===== config.mk =====
export PLATFORM = sky130hd
export DESIGN_NAME = alu_issue_arbiter
export DESIGN_NICKNAME = d
export VERILOG_FILES = /design/src/rtl/alu_issue_arbiter.sv
export SDC_FILE = /design/constraint.sdc
export NUM_CORES = 1
export LEC_CHECK = 0
export ABC_AREA = 1
export CAP_MARGIN = 10
export CORE_AREA = 4 4 172 174
export DETAILED_ROUTE_END_ITERATION = 10
export DIE_AREA = 0 0 176 178
export PLACE_DENSITY = 0.58
export SLEW_MARGIN = 15
export SYNTH_ARGS = -nofsm -noshare
export SYNTH_HDL_FRONTEND = slang
export SYNTH_SLANG_ARGS = --single-unit

===== constraint.sdc =====
create_clock -name clk -period 8.1 [get_ports clk]
set_input_delay 1.62 -clock clk [delete_from_list [all_inputs] [get_ports clk]]
set_output_delay 1.62 -clock clk [all_outputs]
set_load 0.005 [all_outputs]

===== src/rtl/alu_issue_arbiter.sv =====
// alu_issue_arbiter: shares one alu_core between the main pipeline (req0) and
// the auxiliary/MAC unit (req1). Round-robin grant, per-requester dependency
// scoreboard, registered operand/control issue, and a tag pipe that routes
// each P result back to the requester that issued it.
module alu_issue_arbiter #(
    parameter int unsigned P_LATENCY = 4,
    parameter int unsigned P_CNTW    = 4
) (
    input  logic        clk,
    input  logic        rst,
    input  logic        req0_valid_i,
    output logic        req0_ready_o,
    input  logic        req0_dep_i,
    input  logic [29:0] req0_a_i,
    input  logic [17:0] req0_b_i,
    input  logic [47:0] req0_c_i,
    input  logic [16:0] req0_ctl_i,
    input  logic        req1_valid_i,
    output logic        req1_ready_o,
    input  logic        req1_dep_i,
    input  logic [29:0] req1_a_i,
    input  logic [17:0] req1_b_i,
    input  logic [47:0] req1_c_i,
    input  logic [16:0] req1_ctl_i,
    input  logic        drain_i,
    output logic        drain_done_o,
    output logic [29:0] alu_a_o,
    output logic [17:0] alu_b_o,
    output logic [47:0] alu_c_o,
    output logic [3:0]  alu_alumode_o,
    output logic [4:0]  alu_inmode_o,
    output logic [6:0]  alu_opmode_o,
    output logic        alu_usemult_o,
    output logic        alu_ce_o,
    input  logic [47:0] p_i,
    output logic        rsp0_valid_o,
    output logic        rsp1_valid_o,
    output logic [47:0] rsp_p_o
);

    localparam int unsigned       TAG_LEN = P_LATENCY + 1;
    localparam logic [P_CNTW-1:0] CNT_ONE = P_CNTW'(1);

    logic [P_CNTW-1:0]  cnt_0;
    logic [P_CNTW-1:0]  cnt_1;
    logic               last_grant;
    logic [TAG_LEN-1:0] tag_v;
    logic [TAG_LEN-1:0] tag_id;

    logic        elig_0;
    logic        elig_1;
    logic        grant_0;
    logic        grant_1;
    logic        accept;
    logic        tail_0;
    logic        tail_1;
    logic [29:0] sel_a;
    logic [17:0] sel_b;
    logic [47:0] sel_c;
    logic [16:0] sel_ctl;

    // Eligibility, round-robin grant and operand select for the winner
    always_comb begin
        elig_0  = req0_valid_i & ~drain_i & ~(req0_dep_i & (cnt_0 != '0)) & ~rst;
        elig_1  = req1_valid_i & ~drain_i & ~(req1_dep_i & (cnt_1 != '0)) & ~rst;
        // last_grant==1 means req1 won last time, so req0 takes a conflict
        grant_0 = elig_0 & (~elig_1 | last_grant);
        grant_1 = elig_1 & (~elig_0 | ~last_grant);
        accept  = grant_0 | grant_1;
        sel_a   = grant_1 ? req1_a_i   : req0_a_i;
        sel_b   = grant_1 ? req1_b_i   : req0_b_i;
        sel_c   = grant_1 ? req1_c_i   : req0_c_i;
        sel_ctl = grant_1 ? req1_ctl_i : req0_ctl_i;
    end

    // Response routing from the tail of the tag pipe
    always_comb begin
        tail_0       = tag_v[P_LATENCY] & ~tag_id[P_LATENCY];
        tail_1       = tag_v[P_LATENCY] &  tag_id[P_LATENCY];
        rsp0_valid_o = tail_0 & ~rst;
        rsp1_valid_o = tail_1 & ~rst;
        rsp_p_o      = p_i;
        req0_ready_o = grant_0;
        req1_ready_o = grant_1;
        drain_done_o = drain_i & ~rst & (cnt_0 == '0) & (cnt_1 == '0);
    end

    // Round-robin history
    always_ff @(posedge clk) begin
        if (rst) begin
            last_grant <= 1'b1;
        end else if (accept) begin
            last_grant <= grant_1;
        end
    end

    // Issue register: operands hold between issues, controls return to zero
    always_ff @(posedge clk) begin
        if (rst) begin
            alu_a_o       <= '0;
            alu_b_o       <= '0;
            alu_c_o       <= '0;
            alu_alumode_o <= '0;
            alu_inmode_o  <= '0;
            alu_opmode_o  <= '0;
            alu_usemult_o <= 1'b0;
            alu_ce_o      <= 1'b0;
        end else if (accept) begin
            alu_a_o       <= sel_a;
            alu_b_o       <= sel_b;
            alu_c_o       <= sel_c;
            alu_usemult_o <= sel_ctl[16];
            alu_alumode_o <= sel_ctl[15:12];
            alu_inmode_o  <= sel_ctl[11:7];
            alu_opmode_o  <= sel_ctl[6:0];
            alu_ce_o      <= 1'b1;
        end else begin
            alu_alumode_o <= '0;
            alu_inmode_o  <= '0;
            alu_opmode_o  <= '0;
            alu_usemult_o <= 1'b0;
            alu_ce_o      <= 1'b0;
        end
    end

    // Tag pipe: one stage per cycle of issue + alu_core latency
    always_ff @(posedge clk) begin
        if (rst) begin
            tag_v  <= '0;
            tag_id <= '0;
        end else begin
            tag_v  <= {tag_v[TAG_LEN-2:0], accept};
            tag_id <= {tag_id[TAG_LEN-2:0], grant_1};
        end
    end

    // In-flight counters; accept and response in the same cycle cancel
    always_ff @(posedge clk) begin
        if (rst) begin
            cnt_0 <= '0;
            cnt_1 <= '0;
        end else begin
            if (grant_0 & ~tail_0) begin
                cnt_0 <= cnt_0 + CNT_ONE;
            end else if (~grant_0 & tail_0) begin
                cnt_0 <= cnt_0 - CNT_ONE;
            end
            if (grant_1 & ~tail_1) begin
                cnt_1 <= cnt_1 + CNT_ONE;
            end else if (~grant_1 & tail_1) begin
                cnt_1 <= cnt_1 - CNT_ONE;
            end
        end
    end

endmodule

==> flow_metrics.tcl, run 1 <==
# collected from the flow reports
set metrics [dict create \
    comb_area_share_pct 28.74 \
    wl_per_cell_microns 14.57 \
    cts-root-buf "clkbuf_16" \
    die_h_microns 178 \
    outcome "finished clean" \
    seq_area_sq_um 2643 \
    pre_cts_ws_ns 1.645 \
    synthSimpleGateAreaFrac_pct 41.51 \
    drt_iter0_markers 358 \
    port_buffers 351 \
    whs_path_depth 2 \
    cellInternalPower_mw 1.434 \
    antenna_found_initial 0 \
    drive_above_1_share_pct 3.453 \
    cp.required_ns 6.48 \
    ys_cells 1086 \
    fillers 2970 \
    fin_nets 1637 \
    comb_cells 714 \
    postCtsSetupRepairBufs 0 \
    mux_area_share_pct 0 \
    top_area_cell_class "buffers" \
    seq_cells 132 \
    clock_area_share_pct 5.668 \
    dieArea_sq_um 31330 \
    tightest_slew_ns 1.198 \
    std_cell_rows 61 \
    min_to "tag_id[4]" \
    ys_sh_adder_pct 1.670 \
    p_per_area_nw_per_um2 180.2 \
    stdcell_count 1739 \
    path_class "in2out" \
    cp_max_fo 57 \
    power_frac_seq_pct 37.3 \
    nonClkBufAreaFrac_pct 32.70 \
    ios 448 \
    yosys_warnings 0 \
    slowest_delay_ns 0.80 \
    numCtsBuffers 17 \
    fmax_ghz 0.1550 \
    ir_worst_vdd_v 0.00008780 \
    most-common-layout-cells "nand2_1 (539), clkdlybuf4s50_1 (351), dfxtp_1 (132)" \
    n_antenna_cell 0 \
    pwr-share-comb_pct 20.8 \
    r2r_slack_ns 4.59 \
    synth_xor_xnor_area_share_pct 0.7624 \
    synth_seq_share_pct 38.34 \
    rsz0062_at_grt "no" \
    finalHoldViolCount 0 \
    drt_first_pass_iters 5 \
    comb_area_sq_um 3134 \
    seq_share_pct 24.23 \
    grt_pass1_vias 7028 \
]
run 1: synthesized netlist by cell type:
master,count,area (sq um)
nor2_1,24,90.09
nand3_1,23,115.1
a21oi_4,2,32.53
clkinv_1,1,3.750
a21oi_1,4,20.02
ha_1,6,75.07
buf_4,52,390.4
nor2_4,1,11.26
inv_2,1,3.750
nand4_1,96,600.6
o21ai_0,7,35.03
xnor2_1,2,17.52
clkbuf_1,28,105.1
inv_1,123,461.7
buf_2,30,150.1
buf_1,5,18.77
dfxtp_1,132,2643
nand2_1,540,2027
fa_1,2,40.04
xor2_1,4,35.03
nand2_2,2,12.51
nor3_1,1,5.000
run 1: power by group through the flow:
stage               clock, mW  combinational (mW)  sequential, mW
CTS                     0.859               0.415           0.734
global placement            0               0.412           0.746
finish                  0.824               0.408           0.733
floorplan                   0               0.167           0.749
detailed placement          0               0.413           0.747
global route            0.885               0.451           0.740
run 1: worst max-delay path by stage:
stage,start,end,slack (ns),depth (start not counted)
6_report,rst,req1_ready_o,1.65,8
3_3_place_gp,rst,req1_ready_o,1.66,8
3_5_place_dp,rst,req1_ready_o,1.65,8
4_1_cts,rst,req1_ready_o,1.61,8
5_1_grt,rst,req1_ready_o,1.40,8
2_1_floorplan,rst,req0_ready_o,3.82,8
run 1: cell families (layout without fill, tap and decap cells):
logic type	count (synthesis)	in the layout
AND/OR/NAND/NOR	687	687
XOR/XNOR	6	6
flip-flops	132	132
adder cells (fa/ha/maj)	8	8
AND-OR/OR-AND	13	13
buffers and inverters	240	515
run 1: state kept, by name (all words and copies together), names as in the netlist:
register	flops
cnt_1	4
alu_alumode_o	4
cnt_0	4
alu_a_o	30
tag_id	5
alu_c_o	48
last_grant	1
tag_v	5
alu_opmode_o	7
alu_usemult_o	1
alu_inmode_o	5
alu_b_o	18
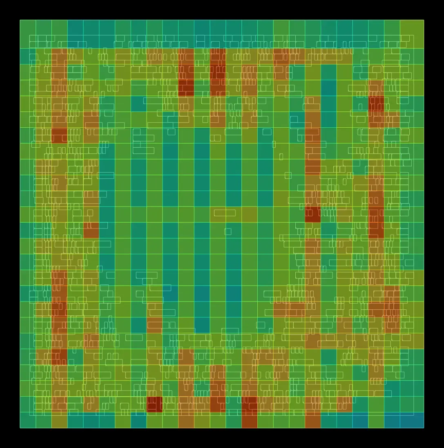
(run_1/congestion_map.png)
Layout Utilization: 39.25%
M3 GR Usage: 5.829%
GRT busiest layer: met2

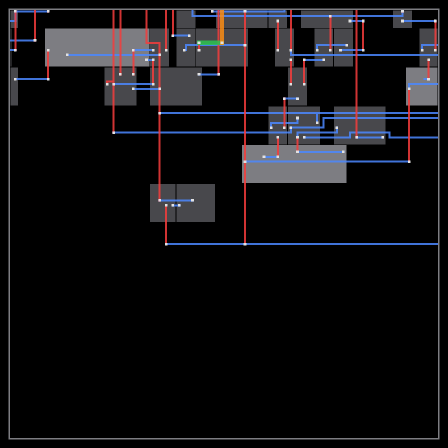
(run_1/closeup.png)
Window x 73 to 103, y 110 to 140 microns. Cells in grey, sequential cells in the stronger grey; small squares are vias.
- M1: blue
- M2: red
- M4: orange
- M3: green
- netlist names of flops here include: alu_a_o (2)
- cells with their middle in the window: 17
- sequential cells in the window: 2
- most frequent: nand2_1 (6), clkdlybuf4s50_1 (3)

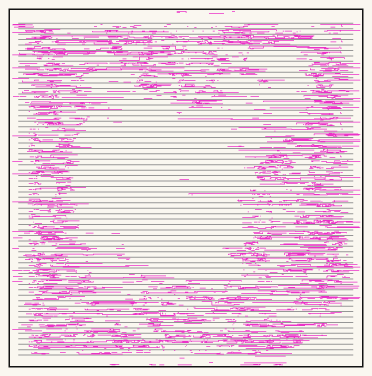
(run_1/m1.png)
Scale: 2 px per micron. Supply wires on this layer in grey.
- nets with wire on the layer: 1409
- main direction: horizontal
GR Util met1: 19.20%
vias: 7384
Total Wirelength: 25340 microns

## Run 2: what changed since run 1
Settings changed: CORE_AREA 4 4 172 174 to 4 4 173 175, DIE_AREA 0 0 176 178 to 0 0 177 179.
Clock period 8.1 ns to 6.3 ns, I/O delays scaled along.
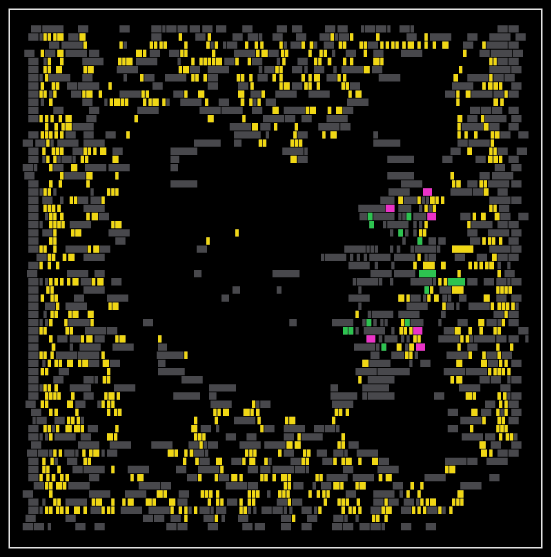
(run_2/gates.png)
Scale: 3 px per micron.
- aoi and oai cells: green (cells 13; most used o21ai_0; where east)
- nand cells: yellow (cells 661; most used nand2_1; where all over the die)
- xor and xnor cells: magenta (cells 6; most used xor2_1; where east)
most numerous logic cell after layout: nand2_1
logic share of the area: 28.92%
Cell Count, Final, Fillers Out: 1745

==> run 2 against run 1 <==
Effect of this change:
- count of clock-buffer cells in the layout is 1 higher
- via count hardly changed
- area after synthesis stayed put
- sequential share of layout area is 0.081 points higher
- critical path type unchanged
==> flow_metrics.tcl, run 2 <==
# collected from the flow reports
set metrics [dict create \
    top_regs "alu_c_o: 48 flops, alu_a_o: 30 flops, alu_b_o: 18 flops" \
    path_class "in2out" \
    drive_above_1_share_pct 3.453 \
    min_to "tag_id[4]" \
    cts-root-buf "clkbuf_16" \
    n_antenna_cell 0 \
    cp.required_ns 5.04 \
    p_clk_mw 0.945 \
    dieArea_sq_um 31680 \
    vias 7388 \
    arrival_ns 3.49 \
    drt_first_pass_iters 4 \
    wl_microns 25230 \
    antenna_found_initial 1 \
    most-common-layout-cells "nand2_1 (539), clkdlybuf4s50_1 (351), dfxtp_1 (132)" \
    die_h_microns 179 \
    fmax_ghz 0.2105 \
    ios 448 \
    numCtsBuffers 17 \
    drt_iter0_markers 294 \
    port_buffers 351 \
    utilization_pct 38.18 \
    slowest_delay_ns 0.76 \
    p_seq_mw 0.943 \
    pwr-share-comb_pct 21.7 \
    rsz0062_at_grt "no" \
    p_per_area_nw_per_um2 222.0 \
    fillers 3029 \
    postCtsSetupRepairBufs 0 \
    whs_path_depth 2 \
    area_leaders "dfxtp_1 (38%), nand2_1 (29%), nand4_1 (8.7%)" \
    wl_per_cell_microns 14.46 \
    cp_max_fo 18 \
    cellInternalPower_mw 1.760 \
    power_leader "clock" \
    synthFlopType "dfxtp_1" \
    largest_register "alu_c_o" \
    r2r_slack_ns 3.60 \
    tightest_slew_ns 1.162 \
    synth_top_area_share_pct 38.34 \
    grt_pass1_vias 7013 \
    powerComb_mw 0.524 \
    comb_area_sq_um 3143 \
    power_frac_seq_pct 39.1 \
    largest_register_ffs 48 \
    finalHoldViolCount 0 \
    top_cells_by_count "nand2_1 (540), dfxtp_1 (132), inv_1 (123)" \
    drcViolationCount 0 \
    final.setup.tns_ns 0 \
    synth_seq_share_pct 38.34 \
    outcome "finished clean" \
    top_cell "nand2_1" \
    std_cell_rows 62 \
    fin_nets 1639 \
]
-- run 2: critical path: cells and delay by family --
| kind | cells | cell delay, ns |
|---|---|---|
| buffers and inverters | 3 | 1.38 |
| and+or+nand+nor | 3 | 0.40 |
| AOI/OAI and AO/OA | 1 | 0.45 |
-- run 2: layout make-up --
cell class                 count  area share [%]
multi-input combinational    714           28.92
timing repair buffer         360           32.95
tap                          384           4.420
inverter                     125           4.340
clock buffer                  18           4.041
clock inverter                12           1.025
sequential                   132           24.31
-- run 2: worst max-delay path by stage --
stage                     from           end  slack, ns  cells after the start
after global routing       rst  req0_ready_o       1.34                      7
after global placement     rst  req0_ready_o       1.56                      7
after CTS                  rst  req0_ready_o       1.53                      7
after floorplan            rst  req0_ready_o       2.74                      8
after detailed placement   rst  req0_ready_o       1.55                      7
final                      rst  req0_ready_o       1.55                      7
-- run 2: routing by layer --
layer	wire, microns	vias up	global-route usage (%)
li1	-	3803	-
met1	10540	3267	17.91
met2	11650	296	25.45
met3	2659	20	6.432
met4	351	2	3.901
met5	20	-	0
-- run 2: logic make-up (layout without fill, tap and decap cells) --
logic type / count (synthesis) / count (layout) / share of synthesized area, %
AOI/OAI and AO/OA: 13 / 13 / 1.271
xor gates and xnor gates: 6 / 6 / 0.7624
adders and majority gates: 8 / 8 / 1.670
buffers and inverters: 240 / 515 / 16.45
DFF: 132 / 132 / 38.34
and+or+nand+nor: 687 / 687 / 41.51
-- run 2: stage by stage --
| stage | instance area (sq um) | hold WS (ns) | setup slack [ns] |
|---|---|---|---|
| global route | 10870 | 0.4107 | 1.337 |
| CTS | 10860 | 0.3929 | 1.532 |
| global placement | 10310 | 0.3898 | 1.560 |
| floorplan | 6893 | 0.3883 | 2.736 |
| finish | 10870 | 0.3905 | 1.550 |
| detailed placement | 10310 | 0.3941 | 1.548 |
Power figures rest on the tool's default switching activity, not on a simulated workload.
